File: src/rtl/sync_fifo.sv
// Synchronous FIFO, no bypass; a push into a full FIFO is accepted only when a pop frees a slot.
module sync_fifo #(
  parameter int unsigned WIDTH = 8,
  parameter int unsigned DEPTH = 4
) (
  input  logic             clk,
  input  logic             reset,
  input  logic             push,
  input  logic             pop,
  input  logic [WIDTH-1:0] din,
  output logic [WIDTH-1:0] dout,
  output logic             full,
  output logic             empty
);

  localparam int unsigned PTR_W = (DEPTH > 1) ? $clog2(DEPTH) : 1;
  localparam int unsigned CNT_W = PTR_W + 1;

  logic [WIDTH-1:0] mem_q [DEPTH];
  logic [PTR_W-1:0] wr_ptr_q, rd_ptr_q;
  logic [CNT_W-1:0] count_q;
  logic             do_push, do_pop;

  assign full    = (count_q == CNT_W'(DEPTH));
  assign empty   = (count_q == '0);
  assign do_pop  = pop && !empty;
  assign do_push = push && (!full || do_pop);
  assign dout    = mem_q[rd_ptr_q];

  always_ff @(posedge clk) begin
    if (!reset) begin
      for (int unsigned i = 0; i < DEPTH; i++) mem_q[i] <= '0;
      wr_ptr_q <= '0;
      rd_ptr_q <= '0;
      count_q  <= '0;
    end else begin
      if (do_push) begin
        mem_q[wr_ptr_q] <= din;
        wr_ptr_q        <= wr_ptr_q + PTR_W'(1);
      end
      if (do_pop) rd_ptr_q <= rd_ptr_q + PTR_W'(1);
      case ({do_push, do_pop})
        2'b10:   count_q <= count_q + CNT_W'(1);
        2'b01:   count_q <= count_q - CNT_W'(1);
        default: count_q <= count_q;
      endcase
    end
  end

endmodule

File: config.mk
export PLATFORM = sky130hd
export DESIGN_NAME = sync_fifo
export DESIGN_NICKNAME = d
export VERILOG_FILES = /design/src/rtl/sync_fifo.sv
export SDC_FILE = /design/constraint.sdc
export NUM_CORES = 1
export LEC_CHECK = 0
export CORE_MARGIN = 1.5
export CORE_UTILIZATION = 49
export DETAILED_ROUTE_END_ITERATION = 6
export MAX_ROUTING_LAYER = met4
export PLACE_DENSITY_LB_ADDON = 0.2
export SYNTH_ARGS = -nofsm -noshare
export SYNTH_HDL_FRONTEND = slang
export SYNTH_SLANG_ARGS = --single-unit
File: constraint.sdc
create_clock -name clk -period 1.7 [get_ports clk]
set_clock_uncertainty 0.05 [all_clocks]
set_input_delay 0.34 -clock clk [delete_from_list [all_inputs] [get_ports clk]]
set_output_delay 0.34 -clock clk [all_outputs]
set_load 0.02 [all_outputs]
**Run 1: met2 routing**

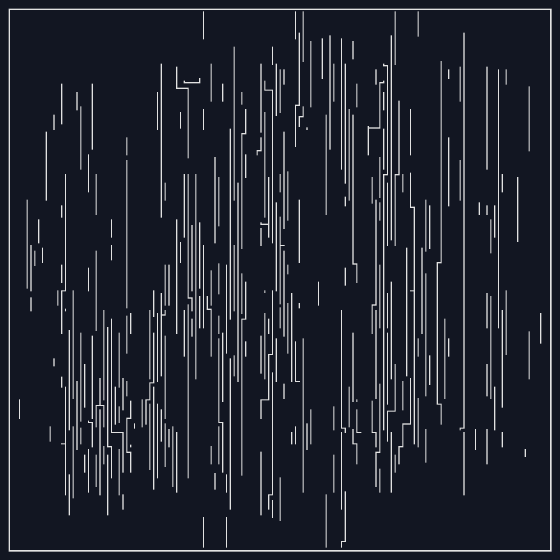
longest straight run	47.4 µm
main direction	vertical
via count: 1196
M2 GR Usage: 0.345
total detailed-routing wirelength: 3590 µm

**Run 1: the metal 3 layer**

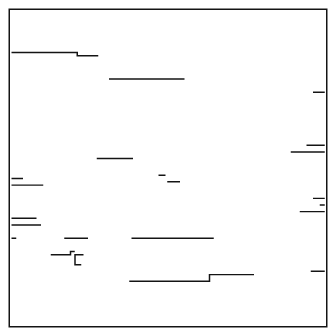
nets with wire on the layer	19
longest straight run	16.6 µm
wire length on this layer	144 µm
main direction	horizontal
share of all routed wire	4.0%
GRT met3 Usage: 0.0486

**Run 1: nets reached from selected ports**

Bar = 20 µm.
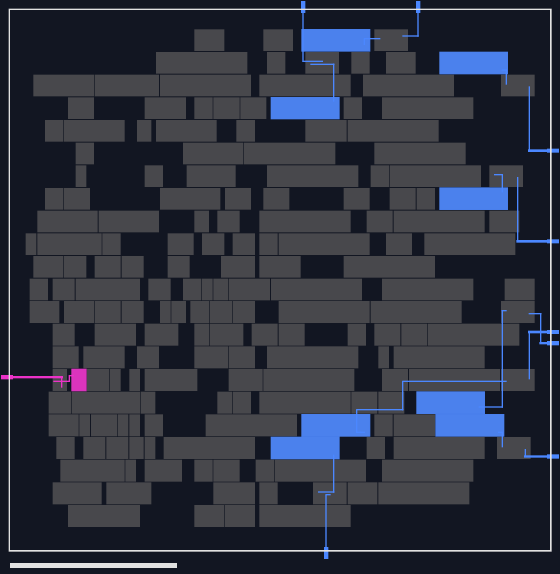
color	port	bits	direction	end cells	buffers	wire
blue	dout	8	output	8	8	120 µm
magenta	empty	1	output	1	1	9.90 µm

**Run 1: signal wires on met1**

Bar = 20 µm.
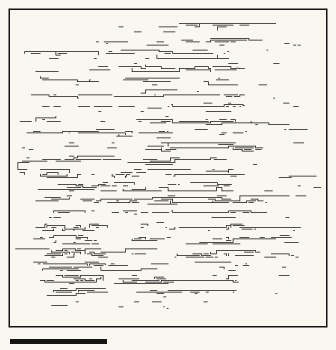
share of all routed wire	40%
wire length on this layer	1430 µm
main direction	horizontal
nets with wire on the layer	173

==> impl_summary.log, run 1 <==
[flow] final metrics
INFO  metric outcome = finished, violations left
INFO  metric violations = setup timing
INFO  metric fin_tns_setup = -1.43 ns
INFO  metric first_global_vias = 1264
INFO  metric synth-seq-area-share = 0.609
INFO  metric drc_errors = 0
INFO  metric final_antenna_net_count = 0
INFO  metric powerComb = 631 µW
INFO  metric pg_seq = 1220 µW
INFO  metric hold_path_class = register to register
INFO  metric synth_compound_gate_area_share = 0.0347
INFO  metric ys_cells = 135
INFO  metric simple_gate_share = 0.196
INFO  metric cts-htree-levels = 2
INFO  metric syn_avg_cell_area = 13.9 µm²
INFO  metric route.layer.met1.wl = 1430 µm
INFO  metric synth-area-yosys = 1870 µm²
INFO  metric met3WireLength = 143 µm
INFO  metric count_of_warning_messages_emitted_by_the_tools = 29
INFO  metric timing.hold.ws = 0.541 ns
INFO  metric postLayoutSetupSlackWorst = -0.135 ns
INFO  metric grt_first_pass_wirelength = 5890 µm
INFO  metric slew-limit-headroom = 0.746
INFO  metric synth-warning-count = 0
INFO  metric largest_cells_by_area_after_synthesis = edfxtp_1 51%, and2_1 13%, dfxtp_1 9.6%
INFO  metric largest-register = mem_q
INFO  metric share_seq_of_total_power = 0.497
INFO  metric cts_hold_buf = 0
INFO  metric top_regs = mem_q x32, count_q x3
INFO  metric worst_ir_drop_vdd = 0.579 mV
INFO  metric setup_viol = 17
INFO  metric final-hold-violation-count = 0
INFO  metric fa_ha_area_frac = 0.0107
INFO  metric top_cells_by_count = 38 x and2_1, 32 x edfxtp_1, 9 x dfxtp_1, 8 x mux4_2, 5 x nand2_1
INFO  metric fp_nets = 148
INFO  metric clock_power_share = 0.246
INFO  metric ys_sh_mux = 0.102
INFO  metric post-route-util = 0.687
INFO  metric max_freq = 545 MHz
INFO  metric clock_sink_count = 41
INFO  metric gr-usage-met1 = 0.219
INFO  metric clkSlewWorstSetupHoldPaths = 0.07 ns
INFO  metric groute.usage.overall = 0.202
INFO  metric layout.sequential_cells = 41
INFO  metric maxCapViolations = 0
INFO  metric gr-total-overflow = 0
INFO  metric met2_length = 1950 µm
==> run 1: critical path, stage by stage, from the launching register on <==
cell,delay (ns)
dfxtp_2,0.34
buf_12,0.13
mux4_2,0.52
buf_6,0.15
==> run 1: final timing paths <==
kind	startpoint	endpoint	cells past startpoint
min	rd_ptr_q[1]$_SDFFE_PN0N_	register	2
min reg2reg	rd_ptr_q[1]$_SDFFE_PN0N_	register	2
max	register	dout[0]	3
max reg2reg	count_q[1]$_SDFFE_PN0P_	mem_q[1][2]$_SDFFCE_PN0P_	4
==> run 1: layout by cell type, fill, tap and decap left out, types with 5 or more instances in the layout <==
cell	n
buf_4	15
edfxtp_1	32
and2_4	17
nand2_1	5
buf_6	11
dfxtp_1	5
and2_1	21
clkdlybuf4s50_1	10
clkbuf_8	5
mux4_2	8
==> run 1 -> run 2 <==
--- a/config.mk
+++ b/config.mk
@@ -5,7 +5,6 @@
 export SDC_FILE = /design/constraint.sdc
 export NUM_CORES = 1
 export LEC_CHECK = 0
-export CORE_MARGIN = 1.5
 export CORE_UTILIZATION = 49
 export DETAILED_ROUTE_END_ITERATION = 6
 export MAX_ROUTING_LAYER = met4
**Run 2: nets reached from selected ports**

Bar = 20 µm.
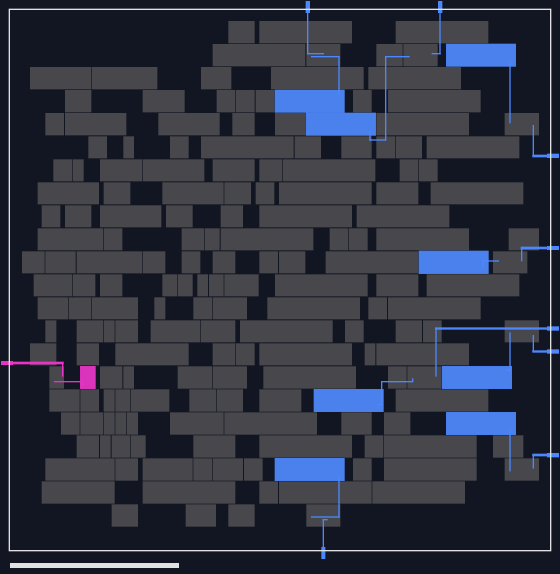
color	port	bits	direction	end cells	buffers	wire
magenta	empty	1	output	1	1	10.8 µm
blue	dout	8	output	8	8	109 µm
I/O Buffers: 21
number of primary I/O pins: 22

**Run 2: signal wires on met1**

Bar = 20 µm.
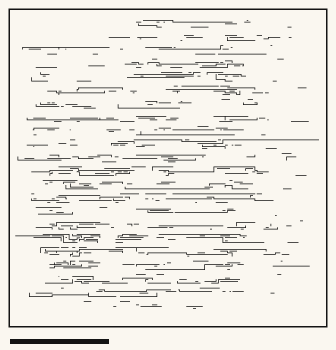
wire length on this layer	1400 µm
main direction	horizontal
nets with wire on the layer	171
longest straight run	19.8 µm
share of all routed wire	37%

==> impl_summary.log, run 2 <==
[flow] final metrics
INFO  metric post-route-util = 0.689 (was 0.687)
INFO  metric crit_cells = 3 (unchanged)
INFO  metric postLayoutSetupSlackWorst = -0.127 ns (was -0.135 ns)
INFO  metric setup_viol = 17 (unchanged)
INFO  metric source_of_the_worst_register_to_register_timing_path = count_q[0]$_SDFFE_PN0P_ (was count_q[1]$_SDFFE_PN0P_)
INFO  metric timing.hold.ws = 0.534 ns (was 0.541 ns)
INFO  metric count_of_warning_messages_emitted_by_the_tools = 29 (unchanged)
INFO  metric outcome = finished, violations left (unchanged)
INFO  metric groute.usage.overall = 0.209 (was 0.202)
INFO  metric synth-seq-area-share = 0.609 (unchanged)
INFO  metric cts_hold_buf = 0 (unchanged)
INFO  metric grt_first_pass_wirelength = 6020 µm (was 5890 µm)
INFO  metric critical_path.max_stage_delay = 0.52 ns (about the same)
INFO  metric commonest_cells_after_routing_fill_and_taps_aside = 32 x edfxtp_1, 27 x and2_1, 15 x buf_4 (was 32 x edfxtp_1, 21 x and2_1, 17 x and2_4)
INFO  metric min_to = count_q[2]$_SDFFE_PN0P_
INFO  metric slew-limit-headroom = 0.784 (was 0.746)
INFO  metric fin_tns_setup = -1.40 ns (was -1.43 ns)
INFO  metric maxCapViolations = 0 (unchanged)
INFO  metric route.vias.total = 1217 (was 1196)
INFO  metric clkSlewWorstSetupHoldPaths = 0.07 ns (about the same)
INFO  metric timing.critical_path.cells = buf_12 -> mux4_2 -> buf_6 (unchanged)
INFO  metric routed_wirelength = 3780 µm (was 3590 µm)
INFO  metric cp_slowest_cell = mux4_2 (unchanged)
INFO  metric largest-register = mem_q (unchanged)
INFO  metric cts-htree-levels = 2 (unchanged)
INFO  metric drc_errors = 0 (unchanged)
INFO  metric worstReg2RegEnd = mem_q[1][6]$_SDFFCE_PN0P_ (was mem_q[1][2]$_SDFFCE_PN0P_)
INFO  metric critPathCapture = dout[5] (was dout[0])
INFO  metric top_regs = mem_q x32, count_q x3 (unchanged)
INFO  metric syn_avg_cell_area = 13.9 µm² (unchanged)
INFO  metric ys_sh_mux = 0.102 (unchanged)
INFO  metric ys_cells = 135 (unchanged)
INFO  metric cp.buffers_inverters = 2 (unchanged)
INFO  metric max_freq = 547 MHz (was 545 MHz)
INFO  metric fa_ha_area_frac = 0.0107 (unchanged)
INFO  metric violations = setup timing (unchanged)
[run 2: timing repair]
| action | in CTS | in global routing |
|---|---|---|
| setup endpoints to repair | 78 | 53 |
| pin swaps | 0 | 4 |
| resized | 60 | 31 |
[run 2: layout make-up]
cell class | instances | area (µm²)
Multi-Input combinational cell | 86 | 791
Inverter | 3 | 11.3
Timing Repair Buffer | 41 | 403
Clock inverter | 2 | 33.8
Fill cell | 272 | 1140
Tap cell | 48 | 60.1
Clock buffer | 6 | 72.6
Sequential cell | 41 | 1150
[run 2: layer usage]
metal  vias up  global-route usage  part of all wire
li1        566                   -                 -
met1       609               0.238              0.37
met2        34               0.356              0.57
met3         8              0.0536             0.041
met4         0              0.0710             0.019
met5         -                   -                 0
[run 2: where the power goes]
group          switching (µW)  internal (µW)
Sequential               48.8           1180
Combinational             286            336
Clock                     330            433
==> run 2 -> run 3 <==
--- a/config.mk
+++ b/config.mk
@@ -5,6 +5,7 @@
 export SDC_FILE = /design/constraint.sdc
 export NUM_CORES = 1
 export LEC_CHECK = 0
+export CORE_ASPECT_RATIO = 1.1
 export CORE_UTILIZATION = 49
 export DETAILED_ROUTE_END_ITERATION = 6
 export MAX_ROUTING_LAYER = met4
**Run 3: routing congestion map**

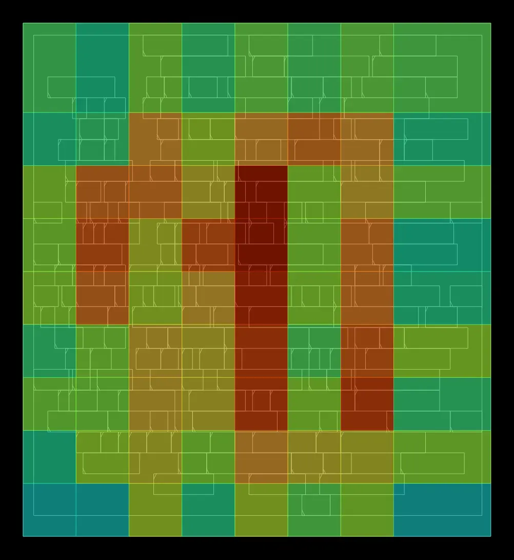
met1 global-route usage: 0.222
GRT met3 Usage: 0.0621
global-route usage over all layers: 0.220

**Run 3: the metal 3 layer**

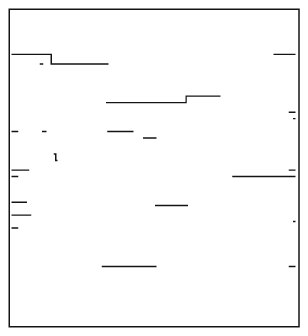
via count: 1193
total detailed-routing wirelength: 3690 µm

==> impl_summary.log, run 3 <==
[flow] final metrics
INFO  metric timing.critical_path.cells = buf_12 -> buf_12 -> mux4_2 -> buf_6 (was buf_12 -> mux4_2 -> buf_6)
INFO  metric ys_cells = 135 (unchanged)
INFO  metric post-route-util = 0.697 (was 0.689)
INFO  metric post_cts_resized = 64 (was 60)
INFO  metric setup_viol = 17 (unchanged)
INFO  metric top_layer = met4 (unchanged)
INFO  metric top_cells_by_count = 38 x and2_1, 32 x edfxtp_1, 9 x dfxtp_1, 8 x mux4_2, 5 x nand2_1 (unchanged)
INFO  metric buffer_ports.inserted = 21 (unchanged)
INFO  metric met3WireLength = 111 µm (was 154 µm)
INFO  metric postLayoutSetupSlackWorst = -0.205 ns (was -0.127 ns)
INFO  metric critical_path.max_stage_delay = 0.50 ns (was 0.52 ns)
INFO  metric m2_gr_usage = 0.393 (was 0.356)
INFO  metric met2_length = 2070 µm (was 2150 µm)
INFO  metric synth-warning-count = 0 (unchanged)
INFO  metric slew-limit-headroom = 0.632 (was 0.784)
INFO  metric largest-register = mem_q (unchanged)
INFO  metric multi_input_gate_share_of_the_layout_cell_area = 0.309 (was 0.313)
INFO  metric final_antenna_net_count = 0 (unchanged)
INFO  metric outcome = finished, violations left (unchanged)
INFO  metric fp_nets = 148 (unchanged)
INFO  metric violations = setup timing (unchanged)
INFO  metric first_global_vias = 1206 (was 1284)
INFO  metric count_of_warning_messages_emitted_by_the_tools = 29 (unchanged)
==> run 3: tightest hold or removal path, stage by stage, from the launching register on <==
cell and delay (ns):
dfxtp_2 0.34, nand2_1 0.05, mux2i_1 0.05
==> run 3: power breakdown <==
group | total, µW | switching, µW | internal [µW]
logic | 629 | 278 | 351
clock network | 771 | 339 | 432
registers | 1220 | 48.2 | 1180
==> run 3: final timing paths <==
check | startpoint | endpoint | slack (ns) | cells after the start
setup / recovery | register | dout[7] | -0.20 | 4
hold / removal | count_q[2]$_SDFFE_PN0P_ | count_q[2]$_SDFFE_PN0P_ | 0.43 | 2
setup reg to reg | count_q[1]$_SDFFE_PN0P_ | mem_q[1][7]$_SDFFCE_PN0P_ | -0.06 | 4
hold reg to reg | count_q[2]$_SDFFE_PN0P_ | count_q[2]$_SDFFE_PN0P_ | 0.43 | 2
Power and IR drop assume default switching activity.
